==> run_1/pinout.png <==
Pins as bars across the die edge, other pins in gray.
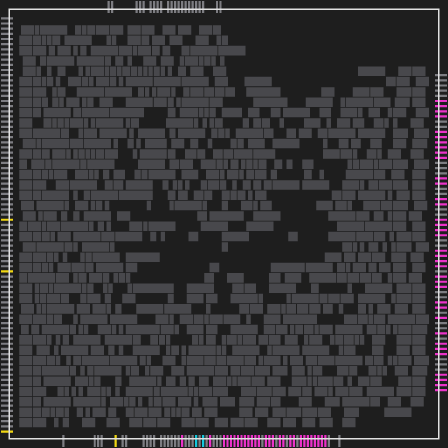
==> run_1/m4.png <==
The bar under the picture is 20 um long.
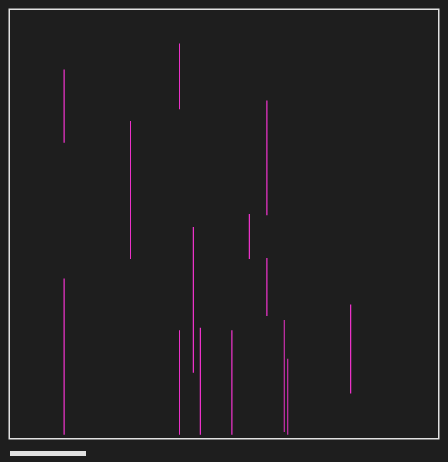
==> run_1/clock_wires.png <==
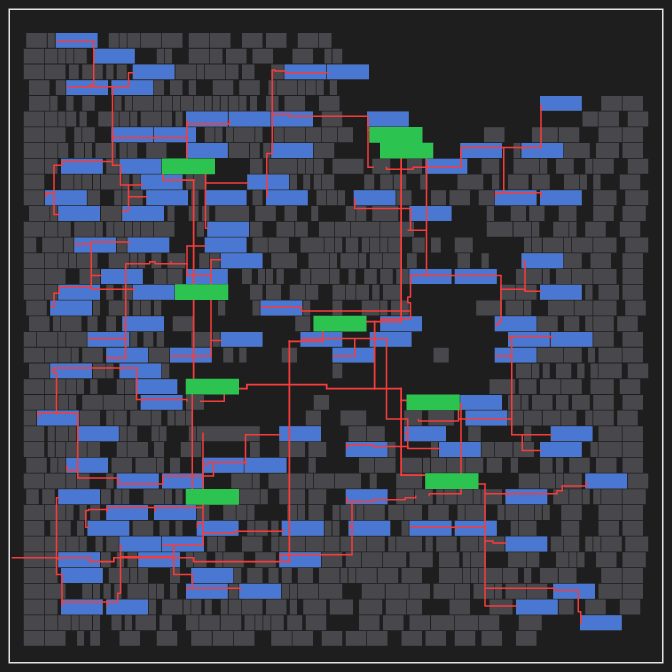
## src/rtl/wb_sram_multi_interface.sv

```systemverilog
// Wishbone-classic slave fanning one bus out to TARGETS memory-like ports.
// Latches each request, runs one target handshake, returns ack/error pulses.
module wb_sram_multi_interface #(
   parameter int ADDR_WIDTH     = 24,
   parameter int DATA_WIDTH     = 32,
   parameter int TARGETS        = 2,
   parameter int SEL_BITS       = 4,
   parameter int TIMEOUT_CYCLES = 255
) (
   input  logic                             wb_clk_i,
   input  logic                             wb_rst_i,
   input  logic                             wb_cyc_i,
   input  logic                             wb_stb_i,
   input  logic                             wb_we_i,
   input  logic [DATA_WIDTH/8-1:0]          wb_sel_i,
   input  logic [DATA_WIDTH-1:0]            wb_data_i,
   input  logic [ADDR_WIDTH-1:0]            wb_adr_i,
   output logic                             wb_ack_o,
   output logic                             wb_stall_o,
   output logic                             wb_error_o,
   output logic [DATA_WIDTH-1:0]            wb_data_o,
   output logic [ADDR_WIDTH-SEL_BITS-1:0]   tgt_address,
   output logic [DATA_WIDTH/8-1:0]          tgt_byteSelect,
   output logic [DATA_WIDTH-1:0]            tgt_writeData,
   output logic [TARGETS-1:0]               tgt_writeEnable,
   output logic [TARGETS-1:0]               tgt_readEnable,
   input  logic [TARGETS*DATA_WIDTH-1:0]    tgt_readData,
   input  logic [TARGETS-1:0]               tgt_busy
);

   localparam int OW = ADDR_WIDTH - SEL_BITS;
   localparam int BW = DATA_WIDTH / 8;
   localparam int CW = (TIMEOUT_CYCLES > 0) ? $clog2(TIMEOUT_CYCLES + 1) : 1;
   localparam logic [CW-1:0] TMAX = CW'(TIMEOUT_CYCLES);
   localparam logic [SEL_BITS:0] NTGT = (SEL_BITS + 1)'(TARGETS);

   typedef enum logic [1:0] {IDLE, ACCESS, FINISH} state_e;

   state_e                state_q, state_d;
   logic [OW-1:0]         off_q, off_d;
   logic [BW-1:0]         sel_q, sel_d;
   logic [DATA_WIDTH-1:0] wdat_q, wdat_d;
   logic                  we_q, we_d;
   logic [SEL_BITS-1:0]   idx_q, idx_d;
   logic                  ack_q, ack_d;
   logic                  err_q, err_d;
   logic                  stall_q, stall_d;
   logic [DATA_WIDTH-1:0] rdat_q, rdat_d;
   logic [CW-1:0]         cnt_q, cnt_d;
   logic                  abort_q, abort_d;

   logic [DATA_WIDTH-1:0] rd_sel;
   logic                  busy_sel;
   logic [CW-1:0]         cnt_inc;
   logic                  timeout;
   logic                  mapped;

   always_ff @(posedge wb_clk_i) begin
      if (wb_rst_i) begin
         state_q <= IDLE;
         off_q   <= '0;
         sel_q   <= '0;
         wdat_q  <= '0;
         we_q    <= 1'b0;
         idx_q   <= '0;
         ack_q   <= 1'b0;
         err_q   <= 1'b0;
         stall_q <= 1'b0;
         rdat_q  <= '1;
         cnt_q   <= '0;
         abort_q <= 1'b0;
      end else begin
         state_q <= state_d;
         off_q   <= off_d;
         sel_q   <= sel_d;
         wdat_q  <= wdat_d;
         we_q    <= we_d;
         idx_q   <= idx_d;
         ack_q   <= ack_d;
         err_q   <= err_d;
         stall_q <= stall_d;
         rdat_q  <= rdat_d;
         cnt_q   <= cnt_d;
         abort_q <= abort_d;
      end
   end

   // Target selection is driven only by the latched index.
   always_comb begin
      rd_sel   = '0;
      busy_sel = 1'b0;
      for (int k = 0; k < TARGETS; k++) begin
         if (idx_q == SEL_BITS'(k)) begin
            rd_sel   = tgt_readData[k*DATA_WIDTH +: DATA_WIDTH];
            busy_sel = tgt_busy[k];
         end
      end
   end

   assign cnt_inc = (&cnt_q) ? cnt_q : cnt_q + 1'b1;
   assign timeout = (TIMEOUT_CYCLES != 0) && (cnt_inc == TMAX);
   assign mapped  = {1'b0, wb_adr_i[ADDR_WIDTH-1 -: SEL_BITS]} < NTGT;

   always_comb begin
      state_d = state_q;
      off_d   = off_q;
      sel_d   = sel_q;
      wdat_d  = wdat_q;
      we_d    = we_q;
      idx_d   = idx_q;
      ack_d   = 1'b0;
      err_d   = 1'b0;
      stall_d = stall_q;
      rdat_d  = rdat_q;
      cnt_d   = cnt_q;
      abort_d = abort_q;
      unique case (state_q)
         IDLE: begin
            stall_d = 1'b0;
            rdat_d  = '1;
            cnt_d   = '0;
            abort_d = 1'b0;
            if (wb_cyc_i && wb_stb_i) begin
               off_d   = wb_adr_i[OW-1:0];
               sel_d   = wb_sel_i;
               wdat_d  = wb_data_i;
               we_d    = wb_we_i;
               idx_d   = wb_adr_i[ADDR_WIDTH-1 -: SEL_BITS];
               stall_d = 1'b1;
               if (mapped) begin
                  state_d = ACCESS;
               end else begin
                  state_d = FINISH;
                  err_d   = 1'b1;
               end
            end
         end
         ACCESS: begin
            // A dropped cycle still lets the target finish, but silently.
            abort_d = abort_q | ~wb_cyc_i;
            if (!busy_sel) begin
               state_d = FINISH;
               ack_d   = ~abort_d;
               if (!we_q) rdat_d = rd_sel;
            end else begin
               cnt_d = cnt_inc;
               if (timeout) begin
                  state_d = FINISH;
                  err_d   = ~abort_d;
                  rdat_d  = '1;
               end
            end
         end
         FINISH: begin
            state_d = IDLE;
            stall_d = 1'b0;
            rdat_d  = '1;
            cnt_d   = '0;
         end
         default: state_d = IDLE;
      endcase
   end

   always_comb begin
      tgt_writeEnable = '0;
      tgt_readEnable  = '0;
      tgt_address     = '0;
      tgt_byteSelect  = '0;
      tgt_writeData   = '0;
      if (state_q == ACCESS) begin
         tgt_address    = off_q;
         tgt_byteSelect = sel_q;
         tgt_writeData  = wdat_q;
         for (int k = 0; k < TARGETS; k++) begin
            tgt_writeEnable[k] = we_q & (idx_q == SEL_BITS'(k));
            tgt_readEnable[k]  = ~we_q & (idx_q == SEL_BITS'(k));
         end
      end
   end

   assign wb_ack_o   = ack_q;
   assign wb_error_o = err_q;
   assign wb_stall_o = stall_q;
   assign wb_data_o  = rdat_q;

endmodule

```

## config.mk

```make
export PLATFORM = sky130hd
export DESIGN_NAME = wb_sram_multi_interface
export DESIGN_NICKNAME = d
export VERILOG_FILES = /design/src/rtl/wb_sram_multi_interface.sv
export SDC_FILE = /design/constraint.sdc
export NUM_CORES = 1
export LEC_CHECK = 0
export CAP_MARGIN = 10
export CORE_MARGIN = 2
export CORE_UTILIZATION = 47
export DETAILED_ROUTE_END_ITERATION = 16
export PLACE_DENSITY = 0.95
export SETUP_SLACK_MARGIN = 0.05
export SYNTH_ARGS = -nofsm -noshare
export SYNTH_HDL_FRONTEND = slang
export SYNTH_SLANG_ARGS = --single-unit
```

## constraint.sdc

```tcl
create_clock -name wb_clk_i -period 5.38 [get_ports wb_clk_i]
set_input_delay 1.345 -clock wb_clk_i [delete_from_list [all_inputs] [get_ports wb_clk_i]]
set_output_delay 1.345 -clock wb_clk_i [all_outputs]
set_load 0.1 [all_outputs]
```

==> results.yml, run 1 <==
# flow metrics
yosys:
  ys_seq_share_pct: 38.6
  synthCells: 692
  edf_count: 0
  synth.distinct_cells: 44
  ys_top_logic_family: "simple AND/OR/NAND/NOR gates"
  synth-main-ff-cell: "dfxtp_1"
  synthAoiAreaFrac_pct: 23.7
  synth.area.top_cells: "dfxtp_1 (39%), nand2_1 (11%), mux2_2 (6.7%), and2_1 (6.5%), a21oi_1 (5.9%)"
  ys_sh_adder_pct: 0.225
  floorplan.nets: 824
route:
  wl_um: 16300
  drtIter0Drc: 399
  drt_first_pass_iters: 5
  wire_per_inst_um: 16.0
  dr_wl_met2_um: 7760
  wl_met1_um: 6620
clock_tree:
  clk_pin_slew_worst_paths_ps: 80
  cts_buffers: 9
  cts_setup_buffers: 0
  htreeDepth: 3
power:
  comb_power_share_pct: 15.0
  powerDensity_mw_per_mm2: 223
  swShare_pct: 26.3
  power.total_w: 0.00180
  internal_power_w: 0.00133
final_timing:
  hold-worst-slack_ps: 451
  hold_viol: 0
  period_minus_slack_ps: 4590
  timing.setup.tns_ps: 0
critical_path:
  worstSetupEndpoint: "tgt_writeData[21]"
  path_class: "register to output port"
  worstReg2RegStart: "cnt_q[0]"
  cp_top_family: "buffers and inverters"
  cp-startpoint: "state_q[0]"
  path_buffers: 1
layout:
  n_clock_buffer: 9
  design_area_mm2: 0.00805
  fin_util_pct: 70.2
  antennaDiodeCount: 0
  layout-drive-gt1-share_pct: 10.7
  nNonClkBuffers: 233
  largest_class: "multi-input combinational cells"
  combGateArea_mm2: 0.00312
die:
  tap_cells: 143
  design.portCount: 226
  fp_util_pct: 48.4
  num_rows: 39
min_path:
  hold-path-endpoint: "wdat_q[27]"
global_routing:
  track_usage_pct: 25.0
  grtUsageMet3_pct: 6.48
  grt_overflow: 0
outcome:
  status: "finished clean"
-- pinout.png (at the start) --
Key: yellow = `tgt_byteSelect` [pins 4, direction output, edge 3 left, 1 bottom]; magenta = `tgt_readData` [pins 64, direction input, edge 36 right, 28 bottom]; cyan = `tgt_writeEnable` [pins 2, direction output, edge bottom]
Die H: 113 um
port buffer count: 225

-- m4.png (at the start) --
The wires run mostly vertical. The layer holds 2.2% of the routed length.

-- clock_wires.png (at the start) --
Key: green = clock-net drivers [count 9]; red = clock wires [length 1,290 um]; blue = flip-flops [count 107]
Position of the flops: widely spread.
P_clk: 0.000698 W
Clk pwr share: 38.8%
clk_lat worst skew: 350 ps
clock skew: 6.57 ps

==> run 2: changes to the inputs <==
--- a/config.mk
+++ b/config.mk
@@ -9,6 +9,7 @@
 export CORE_MARGIN = 2
 export CORE_UTILIZATION = 47
 export DETAILED_ROUTE_END_ITERATION = 16
+export GPL_TIMING_DRIVEN = 1
 export PLACE_DENSITY = 0.95
 export SETUP_SLACK_MARGIN = 0.05
 export SYNTH_ARGS = -nofsm -noshare
==> run 2 against run 1 <==
  * Power unchanged
  * Final cell count unchanged
  * Fmax unchanged
  * Global-route usage unchanged
  * Die area unchanged
  * Combinational power about the same
  * First-iteration DRC count unchanged
  * Largest cell class unchanged
  * Largest power group unchanged
==> results.yml, run 2 <==
# flow metrics
critical_path:
  cp-startpoint: "state_q[0]"
  path_class: "register to output port"
  slowest_delay_ps: 1170
  worstSetupEndpoint: "tgt_writeData[21]"
  r2r_cells: 6
  cp_top_family: "buffers and inverters"
  worstReg2RegStart: "cnt_q[0]"
  cp.depth: 3
  arrival_ps: 3240
yosys:
  synthCells: 692
  ys_top_logic_family: "simple AND/OR/NAND/NOR gates"
  synth.area.top_cells: "dfxtp_1 (39%), nand2_1 (11%), mux2_2 (6.7%), and2_1 (6.5%), a21oi_1 (5.9%)"
  synthAoiAreaFrac_pct: 23.7
  ys_sh_adder_pct: 0.225
  synth.distinct_cells: 44
  floorplan.nets: 824
  edf_count: 0
  synth_top_cell_by_count: "nand2_1"
  synth-main-ff-cell: "dfxtp_1"
  ys_seq_share_pct: 38.6
die:
  fp_util_pct: 48.4
  design.portCount: 226
  tap_cells: 143
  die_y_um: 113
  core-area_mm2: 0.0115
route:
  drtIter0Drc: 399
  wl_met1_um: 6620
  wire_per_inst_um: 16.0
  wl_um: 16300
  drt_first_pass_iters: 5
  dr_wl_met2_um: 7760
flow_run:
  max_cap_viol_count: 0
power:
  clkPwrFrac_pct: 38.8
  comb_power_share_pct: 15.0
  swShare_pct: 26.3
  power.total_w: 0.00180
  power.group.top: "sequential cells"
  internal_power_w: 0.00133
  powerDensity_mw_per_mm2: 223
  p_clk_w: 0.000698
layout:
  fin_util_pct: 70.2
  n_clock_buffer: 9
  antennaDiodeCount: 0
  largest_class: "multi-input combinational cells"
  design_area_mm2: 0.00805
  nNonClkBuffers: 233
  combGateArea_mm2: 0.00312
  layout-drive-gt1-share_pct: 10.7
  inv_count: 1
final_timing:
  timing.setup.tns_ps: 0
  fin_skew_ps: 6.57
  rsz0062_at_grt: "false"
  period_minus_slack_ps: 4590
  hold-worst-slack_ps: 451
  hold_viol: 0
  worstMarginPinSlew_ps: 1160
global_routing:
  grt_overflow: 0
  track_usage_pct: 25.0
  grtUsageMet3_pct: 6.48
placed_design:
  port_buffers: 225
min_path:
  hold-path-endpoint: "wdat_q[27]"
clock_tree:
  htreeDepth: 3
  cts_resized: 0
  clk_latency_ps: 350
  cts_setup_buffers: 0
outcome:
  status: "finished clean"
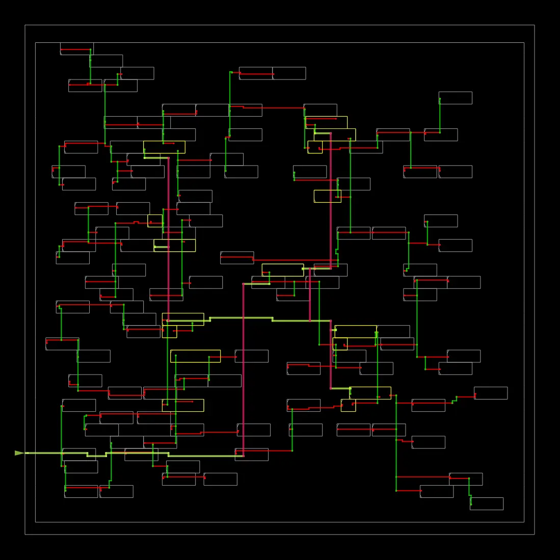
(run_2/clock_nets.png)
TritonCTS Buffers: 9
Flops: 107
clk sinks: 107

Power is estimated from default activity; no workload was simulated.
